File: src/rtl/mem_access_stage.sv
// Data-memory access stage of the RV32I pipeline: turns EX/MEM load/store controls into a
// req/ready bus transaction, builds byte enables and store lanes, and formats load data.
module mem_access_stage #(
    parameter int unsigned TIMEOUT_CYCLES = 255
) (
    input  logic        clk,
    input  logic        reset,
    input  logic        MemReadM,
    input  logic        MemWriteM,
    input  logic [2:0]  Funct3M,
    input  logic [31:0] ALUOutM,
    input  logic [31:0] WriteDataM,
    output logic        dmem_req,
    output logic        dmem_we,
    output logic [31:0] dmem_addr,
    output logic [31:0] dmem_wdata,
    output logic [3:0]  dmem_be,
    input  logic [31:0] dmem_rdata,
    input  logic        dmem_ready,
    output logic [31:0] DataMemOutW,
    output logic        StallMem,
    output logic        MisalignW,
    output logic        AccessFaultW
);

    typedef enum logic [1:0] {StIdle, StBusy, StDone} state_e;

    localparam logic [7:0] CntLast = 8'(TIMEOUT_CYCLES - 1);

    state_e      state_q, state_d;
    logic [7:0]  cnt_q, cnt_d;
    logic        req_q, req_d;
    logic        we_q, we_d;
    logic [31:0] addr_q, addr_d;
    logic [31:0] wdata_q, wdata_d;
    logic [3:0]  be_q, be_d;
    logic [2:0]  funct3_q, funct3_d;
    logic [1:0]  off_q, off_d;
    logic [31:0] data_q, data_d;
    logic        mis_q, mis_d;
    logic        flt_q, flt_d;

    logic        access, is_store, legal, aligned;
    logic [3:0]  be_new;
    logic [31:0] wdata_new, load_fmt;
    logic [7:0]  lbyte;
    logic [15:0] lhalf;

    // Request decode from the EX/MEM controls; a simultaneous read+write is a store.
    always_comb begin
        access   = MemReadM | MemWriteM;
        is_store = MemWriteM;
        if (is_store) begin
            legal = Funct3M inside {3'b000, 3'b001, 3'b010};
        end else begin
            legal = Funct3M inside {3'b000, 3'b001, 3'b010, 3'b100, 3'b101};
        end
        case (Funct3M[1:0])
            2'b01:   aligned = ~ALUOutM[0];
            2'b10:   aligned = (ALUOutM[1:0] == 2'b00);
            default: aligned = 1'b1;
        endcase
        be_new    = 4'b1111;
        wdata_new = 32'h0;
        if (is_store) begin
            case (Funct3M[1:0])
                2'b00: begin
                    be_new    = 4'b0001 << ALUOutM[1:0];
                    wdata_new = {4{WriteDataM[7:0]}};
                end
                2'b01: begin
                    be_new    = ALUOutM[1] ? 4'b1100 : 4'b0011;
                    wdata_new = {2{WriteDataM[15:0]}};
                end
                default: begin
                    be_new    = 4'b1111;
                    wdata_new = WriteDataM;
                end
            endcase
        end
    end

    // Load formatting uses the registered funct3/offset since the bus data arrives in BUSY.
    always_comb begin
        case (off_q)
            2'd0:    lbyte = dmem_rdata[7:0];
            2'd1:    lbyte = dmem_rdata[15:8];
            2'd2:    lbyte = dmem_rdata[23:16];
            default: lbyte = dmem_rdata[31:24];
        endcase
        lhalf = off_q[1] ? dmem_rdata[31:16] : dmem_rdata[15:0];
        case (funct3_q)
            3'b000:  load_fmt = {{24{lbyte[7]}}, lbyte};
            3'b001:  load_fmt = {{16{lhalf[15]}}, lhalf};
            3'b100:  load_fmt = {24'h0, lbyte};
            3'b101:  load_fmt = {16'h0, lhalf};
            default: load_fmt = dmem_rdata;
        endcase
    end

    always_comb begin
        state_d  = state_q;
        cnt_d    = cnt_q;
        req_d    = req_q;
        we_d     = we_q;
        addr_d   = addr_q;
        wdata_d  = wdata_q;
        be_d     = be_q;
        funct3_d = funct3_q;
        off_d    = off_q;
        data_d   = data_q;
        mis_d    = 1'b0;
        flt_d    = 1'b0;
        case (state_q)
            StIdle: begin
                if (access) begin
                    if (legal && aligned) begin
                        req_d    = 1'b1;
                        we_d     = is_store;
                        addr_d   = {ALUOutM[31:2], 2'b00};
                        be_d     = be_new;
                        wdata_d  = wdata_new;
                        funct3_d = Funct3M;
                        off_d    = ALUOutM[1:0];
                        cnt_d    = 8'd0;
                        state_d  = StBusy;
                    end else begin
                        data_d  = 32'h0;
                        mis_d   = 1'b1;
                        state_d = StDone;
                    end
                end
            end
            StBusy: begin
                // Ready wins over timeout when both land in the same cycle.
                if (dmem_ready) begin
                    req_d   = 1'b0;
                    cnt_d   = 8'd0;
                    state_d = StDone;
                    if (!we_q) begin
                        data_d = load_fmt;
                    end
                end else if (cnt_q == CntLast) begin
                    req_d   = 1'b0;
                    cnt_d   = 8'd0;
                    data_d  = 32'h0;
                    flt_d   = 1'b1;
                    state_d = StDone;
                end else begin
                    cnt_d = cnt_q + 8'd1;
                end
            end
            StDone:  state_d = StIdle;
            default: state_d = StIdle;
        endcase
    end

    always_ff @(posedge clk or posedge reset) begin
        if (reset) begin
            state_q  <= StIdle;
            cnt_q    <= 8'd0;
            req_q    <= 1'b0;
            we_q     <= 1'b0;
            addr_q   <= 32'h0;
            wdata_q  <= 32'h0;
            be_q     <= 4'h0;
            funct3_q <= 3'b000;
            off_q    <= 2'b00;
            data_q   <= 32'h0;
            mis_q    <= 1'b0;
            flt_q    <= 1'b0;
        end else begin
            state_q  <= state_d;
            cnt_q    <= cnt_d;
            req_q    <= req_d;
            we_q     <= we_d;
            addr_q   <= addr_d;
            wdata_q  <= wdata_d;
            be_q     <= be_d;
            funct3_q <= funct3_d;
            off_q    <= off_d;
            data_q   <= data_d;
            mis_q    <= mis_d;
            flt_q    <= flt_d;
        end
    end

    // Stall is combinational in IDLE so the hazard unit freezes in the same cycle.
    assign StallMem     = ~reset & ((state_q == StBusy) | ((state_q == StIdle) & access));
    assign dmem_req     = req_q;
    assign dmem_we      = we_q;
    assign dmem_addr    = addr_q;
    assign dmem_wdata   = wdata_q;
    assign dmem_be      = be_q;
    assign DataMemOutW  = data_q;
    assign MisalignW    = mis_q;
    assign AccessFaultW = flt_q;

endmodule

File: config.mk
export PLATFORM = sky130hd
export DESIGN_NAME = mem_access_stage
export DESIGN_NICKNAME = d
export VERILOG_FILES = /design/src/rtl/mem_access_stage.sv
export SDC_FILE = /design/constraint.sdc
export NUM_CORES = 1
export LEC_CHECK = 0
export ABC_AREA = 1
export CORE_MARGIN = 5
export CORE_UTILIZATION = 45
export DETAILED_ROUTE_END_ITERATION = 16
export PLACE_DENSITY_LB_ADDON = 0.15
export SLEW_MARGIN = 20
export SYNTH_ARGS = -nofsm -noshare
export SYNTH_HDL_FRONTEND = slang
export SYNTH_SLANG_ARGS = --single-unit
File: constraint.sdc
create_clock -name clk -period 4.2 [get_ports clk]
set_input_delay 0.42 -clock clk [delete_from_list [all_inputs] [get_ports clk]]
set_output_delay 0.42 -clock clk [all_outputs]
set_load 0.01 [all_outputs]
Figure 1. Metal layers overlaid.
Scale: 2 px per um. Two of the layers only.
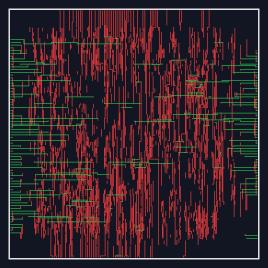
layer	colour	wire length
M3	green	1670 um
M2	red	8650 um
GRT Total Usage: 24.13%
final wirelength: 18.33 mm
Via Count: 5760

Figure 2. The metal 2 layer.
Scale: 4 px per um.
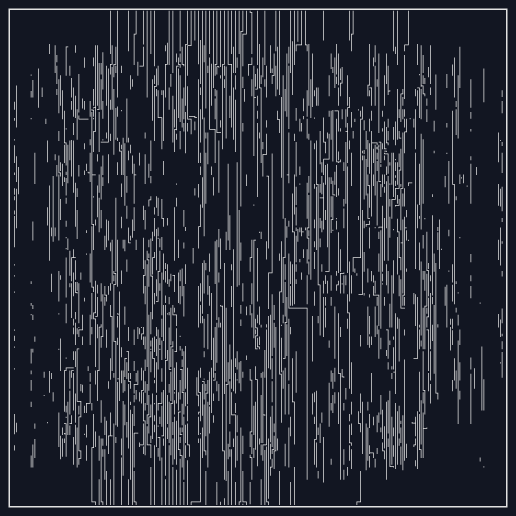
longest straight run	43.7 um
wire length on this layer	8650 um
met2 Usage GRT: 38.73%

Figure 3. Pin placement.
Scale: 4 px per um. Pins as bars across the die edge, other pins in grey.
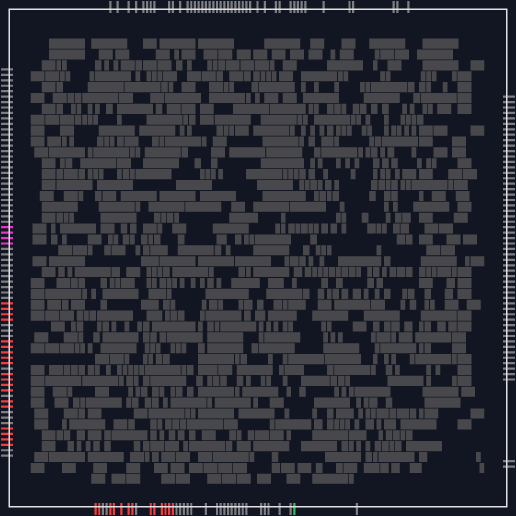
port	colour	pins	direction	edge
`dmem_ready`	green	1	input	bottom
`WriteDataM`	red	32	input	19 left, 13 bottom
`dmem_be`	magenta	4	output	left
die height: 124 um
Port Buffers: 206
Die Wd: 124 um

==> ci_impl_report.md <==
### Metrics collected by this job

| Metric | Value |
|---|---|
| Period utilization | `71.36%` |
| Final Instance Count excl. Fillers | `1113` |
| Sw frac | `35.04%` |
| R2R Path End | `DataMemOutW[5]` |
| Xor/xnor share | `0.5991%` |
| Hold Buf Count CTS | `0` |
| CTS buffer count | `17` |
| Hold Crit Depth | `2` |
| Sequential power share | `33.1%` |
| R2R depth | `4` |
| First-pass GRT wire length | `roughly 29 mm` |
| Placed cell area | `~0.008 sq mm` |
| Post-CTS Setup Bufs | `0` |
| Peak Freq | `about 0.33 GHz` |
| Most instantiated logic cells after routing | `238 x nand2_1, 206 x clkdlybuf4s50_1, 117 x dfrtp_1` |
| Final WS setup | `between 1 and 1.5 ns` |
| Grt total ovfl | `0` |
| Top pwr grp | `combinational logic` |
| Clock skew | `0.008791 ns` |
| Crit Path Max Fanout | `34` |
| Fillers | `roughly 1100` |
| PnR Total Power | `5.589 mW` |
| Cell count after placement | `1081` |
| Arrival time worst endpoint | `3.30 ns` |
| Clock Power | `roughly 1.6 mW` |
| Yosys Chip Area | `0.005848 sq mm` |
| Worst Tran Pin Value | `approximately 0.86 ns` |
| FF-to-FF setup slack | `1.91 ns` |
| Reg2Reg Launch Point | `funct3_q[1]` |
| Clk sinks | `around 120` |
| Total number of yosys warnings | `0` |
| Most frequent logic cell in the layout | `nand2_1` |
| Comb pwr share | `38.8%` |
| Max_slew headroom | `between 40 and 50%` |
| Critical path class | `in2reg` |
| Critical path launch point type | `input pin` |
| Core footprint | `between 0.01 and 0.015 sq mm` |
| Power Density | `653.7 mW/mm^2` |
| Placement-stage worst setup slack | `between 0.8 and 0.9 ns` |
| Switching pwr | `about 2.0 mW` |
| Yosys simple share | `a little under a third` |
| Hold_sp | `dmem_addr[9]` |
| Finished Core Util | `approximately two thirds` |
| Max IR drop VDD | `between 0.3 and 0.4 mV` |
| Vias in the first global route | `between 5000 and 6000` |
| Row cnt | `about 40` |
| Combinational power | `2.17 mW` |
| Residual DRC | `0` |
| Post-CTS sizing | `0` |
| Class of the worst hold path | `reg2reg` |
| # Cells Yosys | `~740` |
| Mux area share | `0%` |
| Worst Hold End | `dmem_addr[9]` |
| GP Congestion | `about 0.91` |
| Worst hold slack | `0.4683 ns` |
| Post-synth EDFFs | `0` |
| Initial antenna violation count | `0` |
| Syn Inst Count | `742` |
| Design Area, Final | `around 0.0085 sq mm` |
| Sequential logic power | `~1.9 mW` |
| CTS tree | `yes` |
| Nets | `1038` |
| Unrepaired setup endpoints after global routing | `no` |
| Initial drt markers | `462` |
| Final setup viols | `0` |
| Largest net degree at the start of global routing | `slightly above 80` |
| Clk buf depth | `2` |
| Synth cell types | `31` |
| Share of cells above drive strength 1 | `roughly 6%` |
| Clock root buffer | `clkbuf_16` |
| Number of max-cap violations | `0` |
| Primary FF master, synth | `dfrtp_1` |
| Init Core Util | `46.15%` |
| Drt pass-1 iters | `7` |
| Req. time, crit path | `between 4 and 5 ns` |
| Clock transition at the registers of the reported paths | `about 0.05 ns` |
| Post-layout min period | `about 3 ns` |
| CP startpoint | `Funct3M[1]` |
| Die Footprint | `about 0.015 sq mm` |
| Fa+ha+maj area frac | `about 1.3%` |
| Routed wire per std cell | `~16 um` |
| H-tree levels | `4` |
| Post-DP HPWL | `about 13 mm` |
| Clk pwr share | `between 20% and 30%` |
| Synthesized registers | `117` |
| Ao+oa area frac | `10.76%` |
| Area added between synthesis and finish | `46.19%` |
| Via-to-Cell Ratio | `approximately 5.2` |
| Setup_tns | `0 ns` |
| IO Pins | `209` |
| Max Slew Vio Count | `0` |
| Antenna Violating Nets Remaining | `0` |
| Final hold viol count | `0` |
| Status | `complete, no violations` |
| CP Capture Type | `flip-flop` |
| Async S/R FF share, synth | `100.0%` |
| Mapped cell area | `a little under 0.006 sq mm` |
| Diodes inserted | `0` |
| Count of tool warnings | `30` |
| Late-Pin Clk Latency | `roughly 0.40 ns` |
| Top logic family | `simple AND/OR/NAND/NOR gates` |
| Setup crit end | `dmem_wdata[15]` |
| Seq/Total Area, Yosys | `roughly 50%` |
| Post-synthesis average cell area | `roughly 7.9 sq um` |
| Leak | `just over 4 nW` |
| Internal power | `3.630 mW` |
## registers in the layout, summed over array words and instances, names as in the netlist
signal        flops
AccessFaultW      1
DataMemOutW      32
MisalignW         1
cnt_q             8
dmem_addr        30
dmem_be           4
dmem_req          1
dmem_wdata       32
dmem_we           1
funct3_q          3
off_q             2
state_q           2
## Yosys cell counts, drive strengths merged (4+ instances only)
cell | n | area [sq um]
nand2 | 247 | 963.4
dfrtp | 117 | 2928
o21ai | 86 | 430.4
nand3 | 81 | 415.4
nor2 | 62 | 274.0
inv | 41 | 153.9
a21oi | 31 | 155.2
buf | 26 | 191.4
clkbuf | 16 | 60.06
a31oi | 7 | 43.79
or2 | 7 | 43.80
ha | 6 | 75.07
xor2 | 4 | 35.03
## layout make-up
class / count / area (sq um) / share of cell area (%)
Clock buffer: 23 / 467.9 / 5.473
Timing Repair Buffer: 208 / 2090 / 24.44
Tap cell: 172 / 215.2 / 2.517
Inverter: 43 / 163.9 / 1.917
Sequential cell: 117 / 2928 / 34.25
Clock inverter: 9 / 173.9 / 2.034
Multi-Input combinational cell: 541 / 2511 / 29.37
## layer usage
metal / part of all wire, % / GRT usage [%] / wire, um
met3: 9.1 / 7.221 / 1672
met4: 0.79 / 6.023 / 145
met5: 0 / 0 / 0
met2: 47 / 38.73 / 8647
met1: 43 / 32.20 / 7868
## worst max-delay path, stage by stage
cell	delay (ns)
clkdlybuf4s50_1	0.43
inv_1	0.13
ha_1	0.50
nor2_4	0.18
nand2_1	0.10
nand2_1	0.06
nand2_2	0.09
nand2_2	0.09
nor2_8	0.43
nand2_2	0.51
o21ai_0	0.33
Power and IR drop assume default switching activity.
